## src/rtl/tlb_sv32_plru.sv

```systemverilog
// tlb_sv32_plru: parametrised Sv32 TLB with global pages, tree pseudo-LRU
// replacement, update deduplication and saturating hit/miss counters.
//
// Ports:
//   clk_i, rst_i              clock and asynchronous active-high reset
//   flush_i                   flush request; asid/vaddr of 0 act as wildcards
//   asid_to_be_flushed_i      flush ASID
//   vaddr_to_be_flushed_i     flush virtual address
//   update_*                  entry write from the page-table walker
//   lu_access_i, lu_asid_i,
//   lu_vaddr_i                combinational lookup request
//   lu_hit_o, lu_is_4M_o,
//   lu_content_o              lookup result (zeroed on miss)
//   hit_count_o, miss_count_o saturating lookup counters (registered)
//   full_o                    all entries valid (registered)
module tlb_sv32_plru #(
  parameter int unsigned TLB_ENTRIES = 8,
  parameter int unsigned ASID_WIDTH  = 9
) (
  input  logic                  clk_i,
  input  logic                  rst_i,
  input  logic                  flush_i,
  input  logic [ASID_WIDTH-1:0] asid_to_be_flushed_i,
  input  logic [31:0]           vaddr_to_be_flushed_i,
  input  logic                  update_valid_i,
  input  logic                  update_is_4M_i,
  input  logic                  update_global_i,
  input  logic [19:0]           update_vpn_i,
  input  logic [ASID_WIDTH-1:0] update_asid_i,
  input  logic [31:0]           update_content_i,
  input  logic                  lu_access_i,
  input  logic [ASID_WIDTH-1:0] lu_asid_i,
  input  logic [31:0]           lu_vaddr_i,
  output logic                  lu_hit_o,
  output logic                  lu_is_4M_o,
  output logic [31:0]           lu_content_o,
  output logic [31:0]           hit_count_o,
  output logic [31:0]           miss_count_o,
  output logic                  full_o
);

  localparam int unsigned IDX_W = (TLB_ENTRIES > 1) ? $clog2(TLB_ENTRIES) : 1;
  localparam int unsigned NODES = TLB_ENTRIES - 1;

  // Tree nodes are heap-ordered: node n has children 2n+1 (left) and 2n+2 (right).
  function automatic logic [NODES-1:0] plru_touch(input logic [NODES-1:0] tree,
                                                  input logic [IDX_W-1:0] idx);
    logic [NODES-1:0] t;
    int unsigned      node;
    logic             b;
    t    = tree;
    node = 32'd0;
    for (int l = 0; l < int'(IDX_W); l++) begin
      b = idx[IDX_W-1-l];
      t[node[IDX_W-1:0]] = ~b;  // point the victim away from the touched side
      node = 32'd2 * node + 32'd1 + 32'(b);
    end
    return t;
  endfunction

  function automatic logic [IDX_W-1:0] plru_victim(input logic [NODES-1:0] tree);
    int unsigned node;
    int unsigned leaf;
    node = 32'd0;
    for (int l = 0; l < int'(IDX_W); l++) begin
      node = 32'd2 * node + 32'd1 + 32'(tree[node[IDX_W-1:0]]);
    end
    leaf = node - NODES;
    return leaf[IDX_W-1:0];
  endfunction

  // A 4 MiB entry only compares the upper ten VPN bits.
  function automatic logic vpn_hit(input logic [19:0] vpn, input logic is_4m,
                                   input logic [31:0] vaddr);
    return (vpn[19:10] == vaddr[31:22]) && (is_4m || (vpn[9:0] == vaddr[21:12]));
  endfunction

  logic [TLB_ENTRIES-1:0] valid_r;
  logic [TLB_ENTRIES-1:0] is_4m_r;
  logic [TLB_ENTRIES-1:0] global_r;
  logic [19:0]            vpn_r     [TLB_ENTRIES];
  logic [ASID_WIDTH-1:0]  asid_r    [TLB_ENTRIES];
  logic [31:0]            content_r [TLB_ENTRIES];
  logic [NODES-1:0]       plru_r;
  logic [31:0]            hit_count_r;
  logic [31:0]            miss_count_r;
  logic                   full_r;

  logic [TLB_ENTRIES-1:0] match_s;
  logic [TLB_ENTRIES-1:0] flush_hit_s;
  logic [TLB_ENTRIES-1:0] valid_next_s;
  logic                   hit_any_s;
  logic                   lu_hit_s;
  logic [IDX_W-1:0]       win_idx_s;
  logic [IDX_W-1:0]       upd_slot_s;
  logic                   upd_en_s;
  logic [NODES-1:0]       plru_next_s;
  logic [31:0]            lu_content_s;
  logic                   lu_is_4m_s;

  assign upd_en_s = update_valid_i & ~flush_i;
  assign lu_hit_s = lu_access_i & hit_any_s;

  // Lookup match vector and lowest-index winner.
  always_comb begin
    match_s   = '0;
    hit_any_s = 1'b0;
    win_idx_s = '0;
    for (int i = 0; i < int'(TLB_ENTRIES); i++) begin
      match_s[i] = valid_r[i] && (global_r[i] || (asid_r[i] == lu_asid_i)) &&
                   vpn_hit(vpn_r[i], is_4m_r[i], lu_vaddr_i);
    end
    for (int i = int'(TLB_ENTRIES) - 1; i >= 0; i--) begin
      if (match_s[i]) begin
        hit_any_s = 1'b1;
        win_idx_s = IDX_W'(i);
      end else begin
        hit_any_s = hit_any_s;
      end
    end
  end

  // Lookup payload mux, zeroed on miss.
  always_comb begin
    lu_content_s = 32'd0;
    lu_is_4m_s   = 1'b0;
    if (lu_hit_s) begin
      lu_content_s = content_r[win_idx_s];
      lu_is_4m_s   = is_4m_r[win_idx_s];
    end else begin
      lu_content_s = 32'd0;
      lu_is_4m_s   = 1'b0;
    end
  end

  // Update slot: duplicate tag first, then lowest invalid, then PLRU victim.
  always_comb begin
    logic             dup_found;
    logic             inv_found;
    logic [IDX_W-1:0] dup_idx;
    logic [IDX_W-1:0] inv_idx;
    dup_found = 1'b0;
    inv_found = 1'b0;
    dup_idx   = '0;
    inv_idx   = '0;
    for (int i = int'(TLB_ENTRIES) - 1; i >= 0; i--) begin
      if (valid_r[i] && (is_4m_r[i] == update_is_4M_i) && (asid_r[i] == update_asid_i) &&
          (vpn_r[i][19:10] == update_vpn_i[19:10]) &&
          (update_is_4M_i || (vpn_r[i][9:0] == update_vpn_i[9:0]))) begin
        dup_found = 1'b1;
        dup_idx   = IDX_W'(i);
      end else begin
        dup_found = dup_found;
      end
      if (!valid_r[i]) begin
        inv_found = 1'b1;
        inv_idx   = IDX_W'(i);
      end else begin
        inv_found = inv_found;
      end
    end
    if (dup_found) begin
      upd_slot_s = dup_idx;
    end else if (inv_found) begin
      upd_slot_s = inv_idx;
    end else begin
      upd_slot_s = plru_victim(plru_r);
    end
  end

  // Flush selection and next valid vector (flush wins over a coincident update).
  always_comb begin
    flush_hit_s  = '0;
    valid_next_s = valid_r;
    for (int i = 0; i < int'(TLB_ENTRIES); i++) begin
      if ((asid_to_be_flushed_i == '0) && (vaddr_to_be_flushed_i == 32'd0)) begin
        flush_hit_s[i] = 1'b1;
      end else if (asid_to_be_flushed_i == '0) begin
        flush_hit_s[i] = vpn_hit(vpn_r[i], is_4m_r[i], vaddr_to_be_flushed_i);
      end else if (vaddr_to_be_flushed_i == 32'd0) begin
        flush_hit_s[i] = !global_r[i] && (asid_r[i] == asid_to_be_flushed_i);
      end else begin
        flush_hit_s[i] = !global_r[i] && (asid_r[i] == asid_to_be_flushed_i) &&
                         vpn_hit(vpn_r[i], is_4m_r[i], vaddr_to_be_flushed_i);
      end
    end
    if (flush_i) begin
      valid_next_s = valid_r & ~flush_hit_s;
    end else if (update_valid_i) begin
      valid_next_s[upd_slot_s] = 1'b1;
    end else begin
      valid_next_s = valid_r;
    end
  end

  // PLRU next state: hit touch first so an updated entry ends up MRU.
  always_comb begin
    plru_next_s = plru_r;
    if (lu_hit_s) begin
      plru_next_s = plru_touch(plru_next_s, win_idx_s);
    end else begin
      plru_next_s = plru_next_s;
    end
    if (upd_en_s) begin
      plru_next_s = plru_touch(plru_next_s, upd_slot_s);
    end else begin
      plru_next_s = plru_next_s;
    end
  end

  // Entry array, PLRU tree, counters and full flag.
  always_ff @(posedge clk_i or posedge rst_i) begin
    if (rst_i) begin
      valid_r      <= '0;
      is_4m_r      <= '0;
      global_r     <= '0;
      plru_r       <= '0;
      hit_count_r  <= 32'd0;
      miss_count_r <= 32'd0;
      full_r       <= 1'b0;
      for (int i = 0; i < int'(TLB_ENTRIES); i++) begin
        vpn_r[i]     <= 20'd0;
        asid_r[i]    <= '0;
        content_r[i] <= 32'd0;
      end
    end else begin
      valid_r <= valid_next_s;
      plru_r  <= plru_next_s;
      full_r  <= &valid_next_s;
      if (upd_en_s) begin
        is_4m_r[upd_slot_s]   <= update_is_4M_i;
        global_r[upd_slot_s]  <= update_global_i;
        vpn_r[upd_slot_s]     <= update_vpn_i;
        asid_r[upd_slot_s]    <= update_asid_i;
        content_r[upd_slot_s] <= update_content_i;
      end else begin
        is_4m_r <= is_4m_r;
      end
      if (lu_access_i && lu_hit_s && (hit_count_r != 32'hFFFF_FFFF)) begin
        hit_count_r <= hit_count_r + 32'd1;
      end else begin
        hit_count_r <= hit_count_r;
      end
      if (lu_access_i && !lu_hit_s && (miss_count_r != 32'hFFFF_FFFF)) begin
        miss_count_r <= miss_count_r + 32'd1;
      end else begin
        miss_count_r <= miss_count_r;
      end
    end
  end

  assign lu_hit_o     = lu_hit_s;
  assign lu_is_4M_o   = lu_is_4m_s;
  assign lu_content_o = lu_content_s;
  assign hit_count_o  = hit_count_r;
  assign miss_count_o = miss_count_r;
  assign full_o       = full_r;

endmodule

```

## config.mk

```make
export PLATFORM = sky130hd
export DESIGN_NAME = tlb_sv32_plru
export DESIGN_NICKNAME = d
export VERILOG_FILES = /design/src/rtl/tlb_sv32_plru.sv
export SDC_FILE = /design/constraint.sdc
export NUM_CORES = 2
export LEC_CHECK = 0
export ABC_CLOCK_PERIOD_IN_PS = 24200
export CAP_MARGIN = 40
export CORE_MARGIN = 2
export CORE_UTILIZATION = 40
export CTS_CLUSTER_SIZE = 24
export DETAILED_ROUTE_END_ITERATION = 7
export PLACE_DENSITY_LB_ADDON = 0.1
export SLEW_MARGIN = 20
export SYNTH_ARGS = -nofsm -noshare
export SYNTH_HDL_FRONTEND = slang
export SYNTH_SLANG_ARGS = --single-unit
export TNS_END_PERCENT = 5
```

## constraint.sdc

```tcl
create_clock -name clk_i -period 24.2 [get_ports clk_i]
set_input_delay 4.84 -clock clk_i [delete_from_list [all_inputs] [get_ports clk_i]]
set_output_delay 4.84 -clock clk_i [all_outputs]
set_load 0.03 [all_outputs]
```

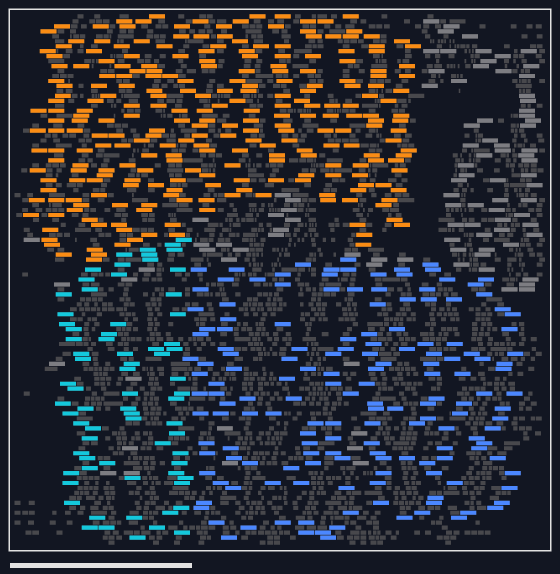
(images/flops_by_reg.png)
Scale bar: 100 um. Other sequential cells in the stronger grey, the rest of the logic in the fainter grey.
| colour | netlist name | sequential cells |
|---|---|---|
| blue | vpn_r | 160 |
| cyan | asid_r | 72 |
| orange | content_r | 256 |
not coloured: 96
Power Sequential: 1.86 mW
register area: 14600 um^2
sequential share of cell area: 36.6%
Core Util, Final: 47.1%

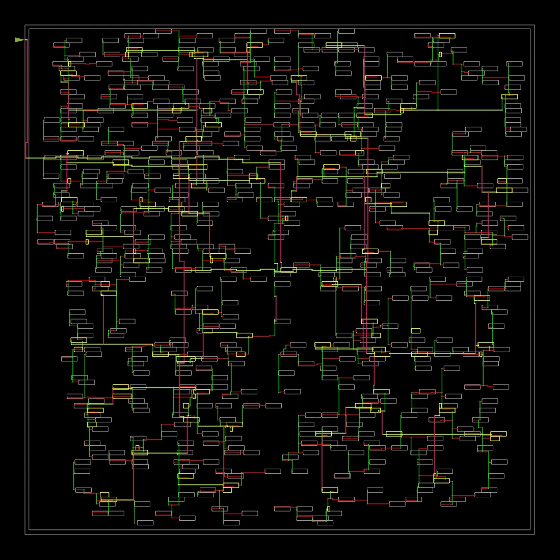
(images/clocks.png)
Num CTS Buffers: 70
Clock Sinks: 584

==> out/qor.yml <==
status: "completed"
cp-start-kind: "input port"
layout-drive-gt1-share_pct: 22.2
cts_tree: "done"
ys_area_um2: 34100
slew_viol_final: 0
grt_usage_pct: 24.7
dr.pass1.iters: 5
drc: 0
post_cts_buffers: 0
cp-end-kind: "primary output"
wirelength_met1_um: 48000
grt_max_degree: 185
grt_pass1_vias: 24800
tightest_slew_ps: 973
synthSimpleGateAreaFrac_pct: 8.58
warnings: 48
yosysTopAreaCell: "dfrtp_1"
routabilityCongestion: 0.945
hold_violations: 0
synthTopCellsByCount: "dfrtp_1, xor2_1, mux2_2"
ant_nets: 0
period_used_pct: 62.5
flop_cell: "dfrtp_1"
synthesis.nets: 3080
peakVddDrop_uv: 54.1
finalSetupViolCount: 0
skew_ps: 29.3
crit_slowest_cell: "clkdlybuf4s50_1"
yosysCellCount: 2920
die_area_um2: 87600
avgSynthCellArea_um2: 11.7
crit_chain: "clkdlybuf4s50_1 > xor2_1 > nor4_1 > a41oi_1 > nor4_4 > buf_4 > nor2b_1 > a221o_4 > buf_4 > buf_4 > buf_16 > mux2i_1 > o22ai_1 > a211o_1 > clkdlybuf4s50_1"
power_density_nw_per_um2: 113
top_cell: "dfrtp_1"
critPathArrivalTime_ps: 10290
setup_tns_ps: 0
top_layer: "met5"
post_cts_resized: 0
fp-utilization_pct: 40.2
aoi_share_pct: 3.94
clock_latency_ps: 620
edf_count: 0
fin_ws_ps: 9070
rows: 107
grt_overflow: 0
mux_share_pct: 21.0
yosys.area.top_type_share_pct: 42.9
core_um2: 84700
synth_seq_share_pct: 42.9
design_power_total_mw: 4.50
cp.required_ps: 19360
max_stage_delay_ps: 820
yosys_warnings: 0
adder_share_pct: 0.367
drv_cap: 0
clock_path_buffers: 3
max_freq_ghz: 0.0661
async_reset_ff_share_pct: 100
critical-path-top-delay-family: "buffers and inverters"
syn_inst: 2920
avgRoutedWirePerCell_um: 25.3
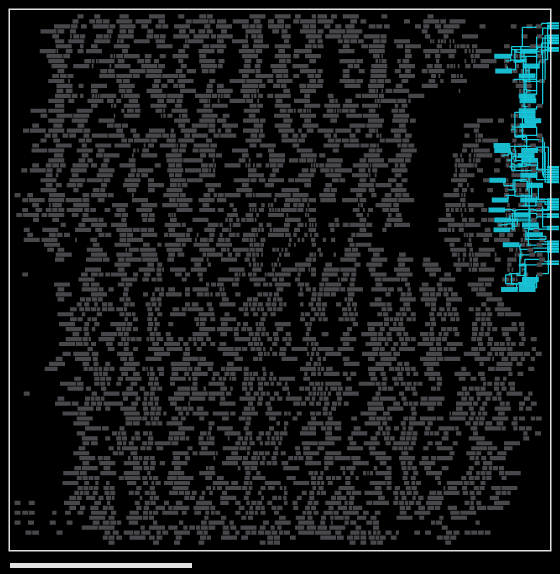
(images/io_fan.png)
Scale bar: 100 um.
| colour | port | bits | direction | edge | end cells | buffers | wire |
|---|---|---|---|---|---|---|---|
| cyan | miss_count_o | 32 | output | right | 32 | 32 | 1320 um |
IO buf count: 236
top-level port count: 249

worst register-to-register path: cells and delay by family (launching register included):
kind | cells | cell delay [ps]
DFF | 1 | 430
AOI/OAI and AO/OA | 1 | 290
and+or+nand+nor | 7 | 2590
xor gates and xnor gates | 1 | 230
buffers and inverters | 2 | 910
muxes | 1 | 440
adders and majority gates | 1 | 220
final timing paths:
kind | startpoint | to | cells after the start
min | miss_count_o[9]$_DFFE_PP0P_ | miss_count_o[9]$_DFFE_PP0P_ | 1
max in group asynchronous | rst_i | miss_count_o[8]$_DFFE_PP0P_ | 4
max reg2reg | vpn_r[38]$_DFFE_PP0P_ | content_r[32]$_DFFE_PP0P_ | 13
max | lu_asid_i[6] | lu_content_o[12] | 15
min reg2reg | miss_count_o[9]$_DFFE_PP0P_ | miss_count_o[9]$_DFFE_PP0P_ | 1
min in group asynchronous | rst_i | asid_r[55]$_DFFE_PP0P_ | 2
metrics by stage:
stage                     area [um^2]  hold slack (ps)
after floorplan                 34100              464
after global placement          37300              473
after detailed placement        37600              482
after CTS                       39900              496
after global routing            39900              512
final                           39900              491
where the power goes:
| part | internal, mW | switching, mW | total (mW) |
|---|---|---|---|
| Clock | 0.610 | 0.428 | 1.04 |
| Combinational | 0.883 | 0.727 | 1.61 |
| Sequential | 1.40 | 0.459 | 1.86 |
cell type report:
cell class | count | area [um^2]
multi-input cells | 2102 | 18300
fillers | 7751 | 44800
clock buffers | 103 | 2060
flip-flops and latches | 584 | 14600
well taps | 1144 | 1430
inverters | 20 | 82.6
clock inverters | 13 | 178
repair buffers | 320 | 3230
flip-flops by register name, summed over array words and instances (netlist names):
name and cells:
content_r 256, vpn_r 160, valid_r 8, global_r 8, hit_count_o 32, miss_count_o 32
asid_r 72, is_4m_r 8, full_o 1, plru_r 7
Power figures rest on the tool's default switching activity, not on a simulated workload.
